==> config.mk <==
export PLATFORM = sky130hd
export DESIGN_NAME = fetch_sequencer
export DESIGN_NICKNAME = d
export VERILOG_FILES = /design/src/rtl/fetch_pkg.sv /design/src/rtl/fetch_sequencer.sv
export SDC_FILE = /design/constraint.sdc
export NUM_CORES = 1
export LEC_CHECK = 0
export CAP_MARGIN = 10
export CORE_AREA = 2 2 119 121
export CTS_BUF_LIST = sky130_fd_sc_hd__clkbuf_8
export CTS_CLUSTER_DIAMETER = 150
export DETAILED_ROUTE_END_ITERATION = 10
export DIE_AREA = 0 0 121 123
export HOLD_SLACK_MARGIN = 0.08
export PLACE_DENSITY = 0.71
export SLEW_MARGIN = 20
export SYNTH_ARGS = -nofsm -noshare
export SYNTH_HDL_FRONTEND = slang
export SYNTH_SLANG_ARGS = --single-unit
export TNS_END_PERCENT = 30
==> constraint.sdc <==
create_clock -name clk -period 2.7 [get_ports clk]
set_input_delay 0.405 -clock clk [delete_from_list [all_inputs] [get_ports clk]]
set_output_delay 0.405 -clock clk [all_outputs]
set_load 0.1 [all_outputs]
==> src/rtl/fetch_pkg.sv <==
// Shared types and constants for the instruction-fetch sequencer.
//   pc_src_e      : PC register update source select
//   fetch_state_e : sequencer FSM states
//   INSTR_BYTES   : instruction size in bytes
//   ALIGN_BITS    : low address bits that must be zero for an aligned target
package fetch_pkg;

  typedef enum logic [1:0] {
    PC_INC = 2'b00,
    PC_REL = 2'b01,
    PC_ABS = 2'b10
  } pc_src_e;

  typedef enum logic [2:0] {
    IDLE,
    REQ,
    WAIT,
    HOLD,
    HALTED,
    FAULT
  } fetch_state_e;

  localparam int INSTR_BYTES = 4;
  localparam int ALIGN_BITS  = $clog2(INSTR_BYTES);

endpackage

==> src/rtl/fetch_sequencer.sv <==
// Instruction-fetch sequencer: drives PC register updates, issues one
// outstanding imem request at a time, buffers one returned instruction for
// decode, and applies redirects, halt and fetch-timeout fault.
// Ports:
//   clk, rst                 clock, synchronous active-high reset
//   pc                       current PC register value
//   pc_en/pc_src/pc_imm/pc_result   PC register update controls
//   imem_req_*               fetch request (addr = pc)
//   imem_rsp_*               single-cycle fetch response
//   instr_valid/instr/instr_pc/instr_ready   decode handoff
//   redir_*                  redirect from execute (01 rel, 10 abs)
//   halt_req / halted        stop fetching / halted status
//   fault                    sticky timeout or misaligned-target fault
module fetch_sequencer
  import fetch_pkg::*;
#(
  parameter int WIDTH          = 32,
  parameter int TIMEOUT_CYCLES = 255
) (
  input  logic             clk,
  input  logic             rst,
  input  logic [WIDTH-1:0] pc,
  output logic             pc_en,
  output logic [1:0]       pc_src,
  output logic [WIDTH-1:0] pc_imm,
  output logic [WIDTH-1:0] pc_result,
  output logic             imem_req_valid,
  output logic [WIDTH-1:0] imem_req_addr,
  input  logic             imem_req_ready,
  input  logic             imem_rsp_valid,
  input  logic [WIDTH-1:0] imem_rsp_data,
  output logic             instr_valid,
  output logic [WIDTH-1:0] instr,
  output logic [WIDTH-1:0] instr_pc,
  input  logic             instr_ready,
  input  logic             redir_valid,
  input  logic [1:0]       redir_kind,
  input  logic [WIDTH-1:0] redir_imm,
  input  logic [WIDTH-1:0] redir_target,
  input  logic             halt_req,
  output logic             halted,
  output logic             fault
);

  localparam int CW = $clog2(TIMEOUT_CYCLES + 1);

  fetch_state_e     state_reg, state_next;
  logic             kill_reg, kill_next;
  logic             halt_pend_reg, halt_pend_next;
  logic [CW-1:0]    cnt_reg, cnt_next;
  logic             instr_valid_reg, instr_valid_next;
  logic [WIDTH-1:0] instr_reg, instr_next;
  logic [WIDTH-1:0] instr_pc_reg, instr_pc_next;

  logic active;
  logic kind_ok;
  logic misaligned;
  logic timeout;
  logic fault_detect;
  logic redir_take;

  // Redirects and halts only act while the sequencer is still running.
  assign active  = (state_reg == IDLE) || (state_reg == REQ) ||
                   (state_reg == WAIT) || (state_reg == HOLD);
  assign kind_ok = (redir_kind == PC_REL) || (redir_kind == PC_ABS);
  assign misaligned = ((redir_kind == PC_REL) && (redir_imm[ALIGN_BITS-1:0] != '0)) ||
                      ((redir_kind == PC_ABS) && (redir_target[ALIGN_BITS-1:0] != '0));
  // The last permitted WAIT cycle without a response trips the fault.
  assign timeout      = (state_reg == WAIT) && !imem_rsp_valid &&
                        (cnt_reg == CW'(TIMEOUT_CYCLES - 1));
  assign fault_detect = active && ((redir_valid && kind_ok && misaligned) || timeout);
  assign redir_take   = active && redir_valid && kind_ok && !misaligned;

  always_comb begin
    state_next       = state_reg;
    kill_next        = kill_reg;
    halt_pend_next   = halt_pend_reg;
    cnt_next         = cnt_reg;
    instr_valid_next = instr_valid_reg;
    instr_next       = instr_reg;
    instr_pc_next    = instr_pc_reg;
    pc_en            = 1'b0;
    pc_src           = PC_INC;
    pc_imm           = '0;
    pc_result        = '0;
    imem_req_valid   = 1'b0;

    if (fault_detect) begin
      state_next       = FAULT;
      instr_valid_next = 1'b0;
    end else begin
      if (redir_take) begin
        pc_en     = 1'b1;
        pc_src    = redir_kind;
        pc_imm    = redir_imm;
        pc_result = redir_target;
      end
      case (state_reg)
        IDLE: state_next = halt_req ? HALTED : REQ;
        REQ: begin
          // Any redirect or halt this cycle suppresses the request so the
          // PC is never both incremented and redirected.
          if (redir_valid || halt_req) begin
            if (halt_req) state_next = HALTED;
          end else begin
            imem_req_valid = 1'b1;
            if (imem_req_ready) begin
              pc_en         = 1'b1;
              pc_src        = PC_INC;
              instr_pc_next = pc;
              cnt_next      = '0;
              state_next    = WAIT;
            end
          end
        end
        WAIT: begin
          if (imem_rsp_valid) begin
            // A response for a stale PC (killed or halting) is drained here.
            if (kill_reg || halt_pend_reg || redir_take || halt_req) begin
              kill_next      = 1'b0;
              halt_pend_next = 1'b0;
              state_next     = (halt_pend_reg || halt_req) ? HALTED : REQ;
            end else begin
              instr_next       = imem_rsp_data;
              instr_valid_next = 1'b1;
              state_next       = HOLD;
            end
          end else begin
            cnt_next = cnt_reg + 1'b1;
            if (redir_take) kill_next = 1'b1;
            if (halt_req) halt_pend_next = 1'b1;
          end
        end
        HOLD: begin
          if (redir_take || halt_req) begin
            instr_valid_next = 1'b0;
            state_next       = halt_req ? HALTED : REQ;
          end else if (instr_ready) begin
            instr_valid_next = 1'b0;
            state_next       = REQ;
          end
        end
        default: ;
      endcase
    end

    if (rst) begin
      pc_en          = 1'b0;
      pc_src         = PC_INC;
      pc_imm         = '0;
      pc_result      = '0;
      imem_req_valid = 1'b0;
    end
  end

  always_ff @(posedge clk) begin
    if (rst) begin
      state_reg       <= IDLE;
      kill_reg        <= 1'b0;
      halt_pend_reg   <= 1'b0;
      cnt_reg         <= '0;
      instr_valid_reg <= 1'b0;
      instr_reg       <= '0;
      instr_pc_reg    <= '0;
    end else begin
      state_reg       <= state_next;
      kill_reg        <= kill_next;
      halt_pend_reg   <= halt_pend_next;
      cnt_reg         <= cnt_next;
      instr_valid_reg <= instr_valid_next;
      instr_reg       <= instr_next;
      instr_pc_reg    <= instr_pc_next;
    end
  end

  assign imem_req_addr = pc;
  assign instr_valid   = instr_valid_reg;
  assign instr         = instr_reg;
  assign instr_pc      = instr_pc_reg;
  assign halted        = (state_reg == HALTED);
  assign fault         = (state_reg == FAULT);

endmodule

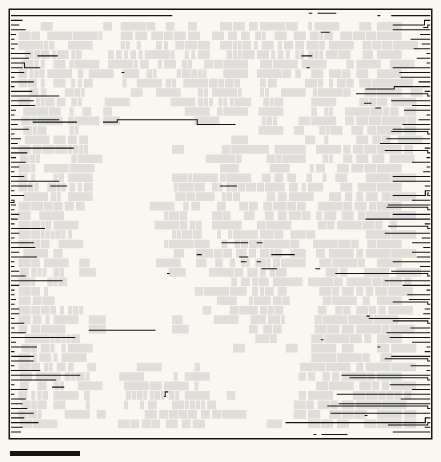
Figure 1: met3 routing.
Bar = 20 um.
main direction: horizontal
nets with wire on the layer: 200
share of all routed wire: 8.7%
wire length on this layer: 1370 um
longest straight run: 46.0 um

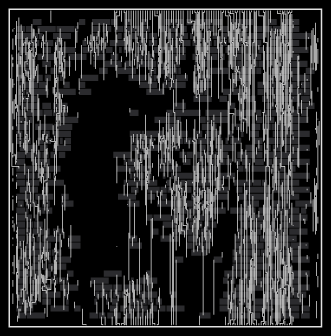
Figure 2: metal 2.
main direction: vertical
nets with wire on the layer: 825
wire length on this layer: 8510 um
DR vias: 4496
met2 Use GR: 37.5%
total wire length: 15.7 mm

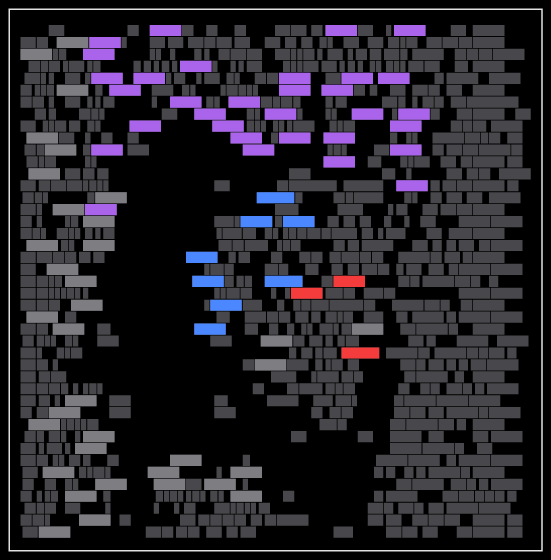
Figure 3: sequential cells coloured by netlist name.
Other sequential cells in the stronger grey, the rest of the logic in the fainter grey.
| colour | netlist name | flops |
|---|---|---|
| purple | `instr` | 32 |
| red | `state_reg` | 3 |
| blue | `cnt_reg` | 8 |
not coloured: 35

==> flow_summary.json <==
{
  "status": "completed",
  "placed_area_um2": 7410,
  "edf_count": 0,
  "clk-power_uw": 911,
  "ys_cells": 500,
  "fp.dieW_um": 121,
  "grt_pass1_vias": 4407,
  "most_common_cell": "nand2_1",
  "yosysChipArea_um2": 3910,
  "critPathBufInv": 3,
  "lay_top_cells": "133 x nand2_1, 132 x clkdlybuf4s50_1, 130 x buf_4",
  "crit_cells": 7,
  "setup_slack_ns": 0.0416,
  "dieArea_um2": 14900,
  "cp.arrival_ns": 2.25,
  "fin_crit_sh_pct": 98.5,
  "syn_area_per_cell_um2": 7.83,
  "top_cells_by_count": "133 x nand2_1, 78 x dfxtp_1, 71 x a21oi_1, 65 x and2_1, 32 x buf_4",
  "top_power_group": "registers",
  "sw_frac_of_total_pct": 36.7,
  "pg_seq_uw": 1190,
  "rows": 43,
  "io-pin-count": 304,
  "fp_util_pct": 28.7,
  "sh_comb_area_pct": 25.5,
  "clk_pin_slew_worst_paths_ns": 0.08,
  "cpMaxStageDelayCell": "or3b_4",
  "powerDensity_nw_per_um2": 418,
  "hpwl_mm": 12.7,
  "grt_max_degree": 44,
  "vias_per_cell": 4.62,
  "drc": 0,
  "synth_nets": 641,
  "relSlewSlack_pct": 69.6,
  "hold_path.startpoint": "instr_pc[23]",
  "place_congestion": 0.939,
  "skew_ns": 0.0152,
  "rr_startpoint": "state_reg[1]",
  "yosysTopAreaCellShare_pct": 39.9,
  "worst-slew-pin-transition_ns": 0.455,
  "syn_area_um2": 3910,
  "whs_ns": 0.456,
  "clk_latency_ns": 0.35,
  "pwr-share-clk_pct": 27.9,
  "syn_to_final_growth_pct": 99.9
}
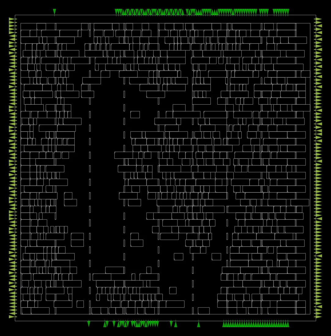
Figure 4: cell outlines without signal wires.
final cell count without fillers: 973
flop count: 78
Fill cells: 1149

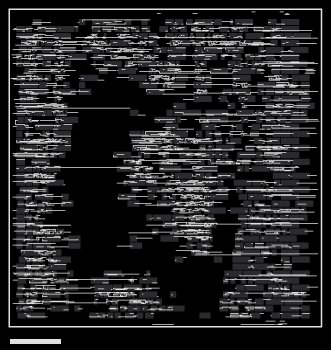
Figure 5: metal 1.
Bar = 20 um.
wire length on this layer: 5470 um
main direction: horizontal
nets with wire on the layer: 793
GR Layer Usage met1: 20.6%

## worst register-to-register path, delay by kind of cell (launching register included)
kind / cells / cell delay, ns
AND/OR/NAND/NOR: 3 / 1.09
AND-OR/OR-AND: 2 / 0.38
flip-flops: 1 / 0.36
buffers and inverters: 2 / 0.28
## logic make-up (layout without fill, tap and decap cells)
family | after synthesis | after routing | synth area share, %
other | 0 | 3 | 0
buffers and inverters | 72 | 362 | 11.8
adder cells (fa/ha/maj) | 4 | 4 | 1.28
XOR/XNOR | 5 | 5 | 1.12
AND-OR/OR-AND | 92 | 92 | 13.6
flip-flops | 78 | 78 | 39.9
AND/OR/NAND/NOR | 249 | 249 | 32.2
## routing by layer
layer / part of all wire (%) / wire (um)
met2: 54 / 8510
met1: 35 / 5470
met3: 8.7 / 1370
met4: 2.2 / 340
met5: 0 / 0
Power is estimated from default activity; no workload was simulated.
